File: src/rtl/seq_detect_ctrl_pkg.sv
// Shared encodings and defaults for the word-level "10" sequence detector controller.
package seq_detect_ctrl_pkg;

  typedef enum logic [1:0] {
    ST_IDLE  = 2'b00,
    ST_SHIFT = 2'b01,
    ST_DRAIN = 2'b10,
    ST_DONE  = 2'b11
  } ctrl_state_t;

  typedef enum logic [1:0] {
    DET_S0 = 2'b00,
    DET_S1 = 2'b01,
    DET_S2 = 2'b10,
    DET_S3 = 2'b11
  } det_state_t;

  localparam int DEF_WIDTH = 8;
  localparam int DEF_CNT_W = 4;

endpackage

File: src/rtl/seq_detect_ctrl_detector.sv
// Bit-serial Moore "10" detector with a synchronous clear; y is high only in s2.
module pat10_detector
  import seq_detect_ctrl_pkg::*;
(
  input  logic clk,
  input  logic rst,
  input  logic clr,
  input  logic x,
  output logic y
);

  det_state_t r_state;

  always_ff @(posedge clk or negedge rst) begin
    if (!rst) begin
      r_state <= DET_S0;
    end else if (clr) begin
      r_state <= DET_S0;
    end else begin
      case (r_state)
        DET_S0:  r_state <= x ? DET_S1 : DET_S0;
        DET_S1:  r_state <= x ? DET_S1 : DET_S2;
        DET_S2:  r_state <= x ? DET_S1 : DET_S0;
        default: r_state <= DET_S0;
      endcase
    end
  end

  assign y = (r_state == DET_S2);

endmodule

File: src/rtl/seq_detect_ctrl.sv
// Latches a word on start, feeds it MSB-first into the "10" detector and
// returns the saturating match count with a one-cycle done pulse.
module seq_detect_ctrl
  import seq_detect_ctrl_pkg::*;
#(
  parameter int WIDTH = DEF_WIDTH,
  parameter int CNT_W = DEF_CNT_W
) (
  input  logic             clk,
  input  logic             rst,
  input  logic             start,
  input  logic [WIDTH-1:0] data_in,
  output logic             busy,
  output logic             done,
  output logic [CNT_W-1:0] match_count
);

  localparam int BC_W = $clog2(WIDTH);
  localparam logic [BC_W-1:0]  LAST_BIT = BC_W'(WIDTH - 1);
  localparam logic [CNT_W-1:0] CNT_MAX  = '1;

  ctrl_state_t      r_state;
  logic [WIDTH-1:0] r_shift;
  logic [BC_W-1:0]  r_bit_cnt;
  logic [CNT_W-1:0] r_match;
  logic             r_busy;
  logic             r_done;

  logic w_accept;
  logic w_det_x;
  logic w_det_y;
  logic w_count;

  assign w_accept = (r_state == ST_IDLE) && start;
  // Detector only sees real data in SHIFT; DRAIN (and idle time) feed zeros.
  assign w_det_x  = (r_state == ST_SHIFT) && r_shift[WIDTH-1];
  assign w_count  = ((r_state == ST_SHIFT) || (r_state == ST_DRAIN))
                    && w_det_y && (r_match != CNT_MAX);

  pat10_detector u_det (
    .clk (clk),
    .rst (rst),
    .clr (w_accept),
    .x   (w_det_x),
    .y   (w_det_y)
  );

  always_ff @(posedge clk or negedge rst) begin
    if (!rst) begin
      r_state   <= ST_IDLE;
      r_shift   <= '0;
      r_bit_cnt <= '0;
      r_match   <= '0;
      r_busy    <= 1'b0;
      r_done    <= 1'b0;
    end else begin
      case (r_state)
        ST_IDLE: begin
          if (start) begin
            r_shift   <= data_in;
            r_bit_cnt <= '0;
            r_match   <= '0;
            r_busy    <= 1'b1;
            r_state   <= ST_SHIFT;
          end
        end
        ST_SHIFT: begin
          r_shift   <= {r_shift[WIDTH-2:0], 1'b0};
          r_bit_cnt <= r_bit_cnt + 1'b1;
          if (w_count) r_match <= r_match + 1'b1;
          if (r_bit_cnt == LAST_BIT) r_state <= ST_DRAIN;
        end
        ST_DRAIN: begin
          // Last bit's match shows up on y only now, one cycle after its "0".
          if (w_count) r_match <= r_match + 1'b1;
          r_busy  <= 1'b0;
          r_done  <= 1'b1;
          r_state <= ST_DONE;
        end
        ST_DONE: begin
          r_done  <= 1'b0;
          r_state <= ST_IDLE;
        end
        default: begin
          r_busy  <= 1'b0;
          r_done  <= 1'b0;
          r_state <= ST_IDLE;
        end
      endcase
    end
  end

  assign busy        = r_busy;
  assign done        = r_done;
  assign match_count = r_match;

endmodule

File: config.mk
export PLATFORM = sky130hd
export DESIGN_NAME = seq_detect_ctrl
export DESIGN_NICKNAME = d
export VERILOG_FILES = /design/src/rtl/seq_detect_ctrl_pkg.sv /design/src/rtl/seq_detect_ctrl_detector.sv /design/src/rtl/seq_detect_ctrl.sv
export SDC_FILE = /design/constraint.sdc
export NUM_CORES = 1
export LEC_CHECK = 0
export CAP_MARGIN = 20
export CORE_UTILIZATION = 45
export CTS_BUF_LIST = sky130_fd_sc_hd__clkbuf_8
export DETAILED_ROUTE_END_ITERATION = 16
export GPL_TIMING_DRIVEN = 0
export MAX_ROUTING_LAYER = met4
export PLACE_DENSITY = 0.65
export SYNTH_ARGS = -nofsm -noshare
export SYNTH_HDL_FRONTEND = slang
export SYNTH_SLANG_ARGS = --single-unit
File: constraint.sdc
create_clock -name clk -period 6.27 [get_ports clk]
set_clock_uncertainty 0.1 [all_clocks]
set_input_delay 1.881 -clock clk [delete_from_list [all_inputs] [get_ports clk]]
set_output_delay 1.881 -clock clk [all_outputs]
set_load 0.05 [all_outputs]
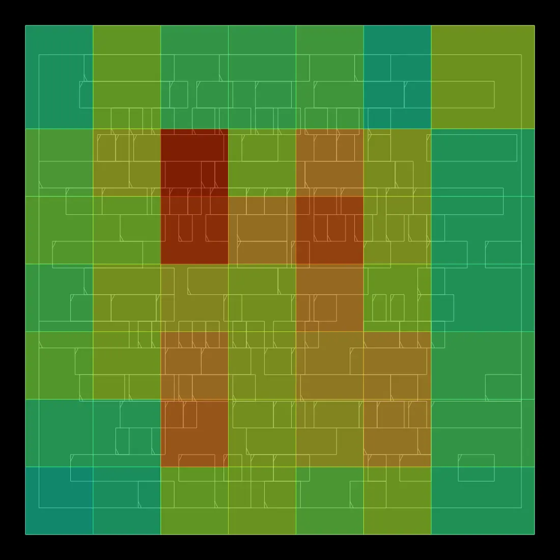
Figure 1: routing congestion map.
met2 Usage GRT: 0.327
busiest grt layer: met2
M1 GR Usage: 0.272
GR met3 Demand/Resource: 0.0351
final core occ: 0.594

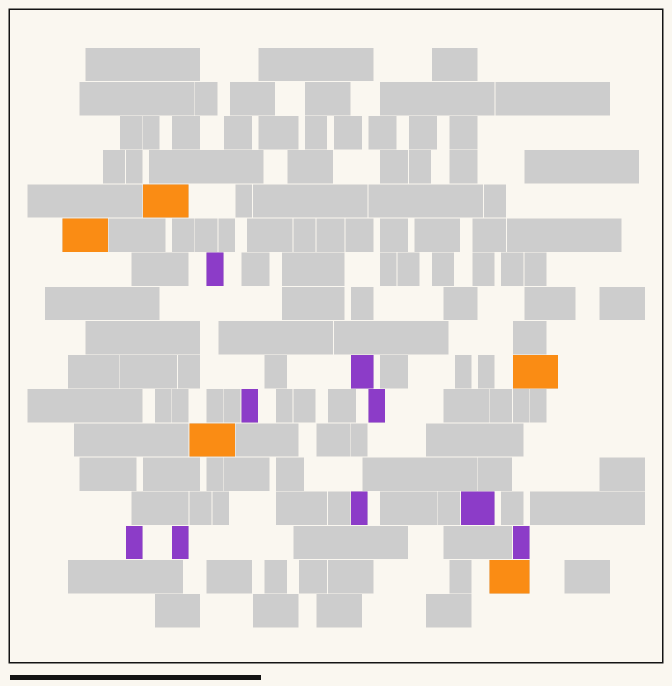
Figure 2: logic cells by family.
Bar = 20 microns.
legend:
  AND-OR and OR-AND gates:
    colour: orange
    cells: 5
  NOR gates:
    colour: purple
    cells: 9

==> metrics.yaml <==
status: "finished clean"
regMostFlops: "r_shift"
drt_first_pass_iters: 4
cts_resized: 0
ys_top_logic_family: "AND-OR/OR-AND gates"
ys_ff: 21
synthArstFlopShare: 1.00
cts_tree: "yes"
numPortBuffers: 15
syn_avg_cell_area_sq_um: 10.0
path_max_fanout: 8
crit_path_top_delay_cell: "clkdlybuf4s50_1"
synth.top_cells.by_count: "dfrtp_1, o22ai_1, a21oi_1, nand2_1"
buf_share: 0.125
clkPwrFrac: 0.119
arrival_ns: 1.61
end_kind: "primary output"
fp.dieArea_sq_mm: 0.00270
clk_latency_ns: 0.25
ys_types: 31
finalClockPeriodUsage: 0.573
areaGrowthSynthToFinish_pct: 20.5
pwr-share-comb: 0.534
netlist_area_sq_mm: 0.00112
grt_pass1_vias: 852
layoutNonFillerInstCount: 159
ant_nets: 0
sh_comb_area: 0.411
drc: 0
hold_ws_ns: 0.384
wl_met3_microns: 92
yosysChipArea_sq_mm: 0.00112
crit_type: "reg2out"
clockBufferDepth: 2
wl_met2_microns: 1120
clock_sinks: 21
place_area_sq_mm: 0.00131
path_buffers: 1
largestClassByArea: "logic gates"
p_leak_nw: 0.586
fin_total_pwr_uw: 723
drive_gt1_frac: 0.0763
yosysTopAreaCellShare: 0.468
layout_setup_ws_ns: 2.68
ys_sh_aoi: 0.234
p_int_uw: 394
h-tree-depth: 1
period_minus_slack_ns: 3.59
n_clock_buffer: 3
final_net_count: 150
[worst paths after layout]
check                           slack, ns        startpoint  cells after the start                to
worst max-delay path                 2.68    match_count[2]                      1    match_count[2]
worst min-delay path                 0.38  u_det.r_state[0]                      1  u_det.r_state[0]
worst max register to register       4.06        r_state[0]                      6    match_count[3]
worst min register to register       0.38  u_det.r_state[0]                      1  u_det.r_state[0]
max in group asynchronous            3.45               rst                      1        r_shift[4]
min in group asynchronous            2.04               rst                      1    match_count[2]
[power by group through the flow]
stage / clock (mW) / combinational (mW) / sequential (mW)
after floorplan: 0 / 0.228 / 0.300
after global placement: 0 / 0.372 / 0.250
after detailed placement: 0 / 0.385 / 0.254
after CTS: 0.0888 / 0.386 / 0.250
after global routing: 0.0941 / 0.428 / 0.261
final: 0.0863 / 0.386 / 0.250
Power is estimated from default activity; no workload was simulated.
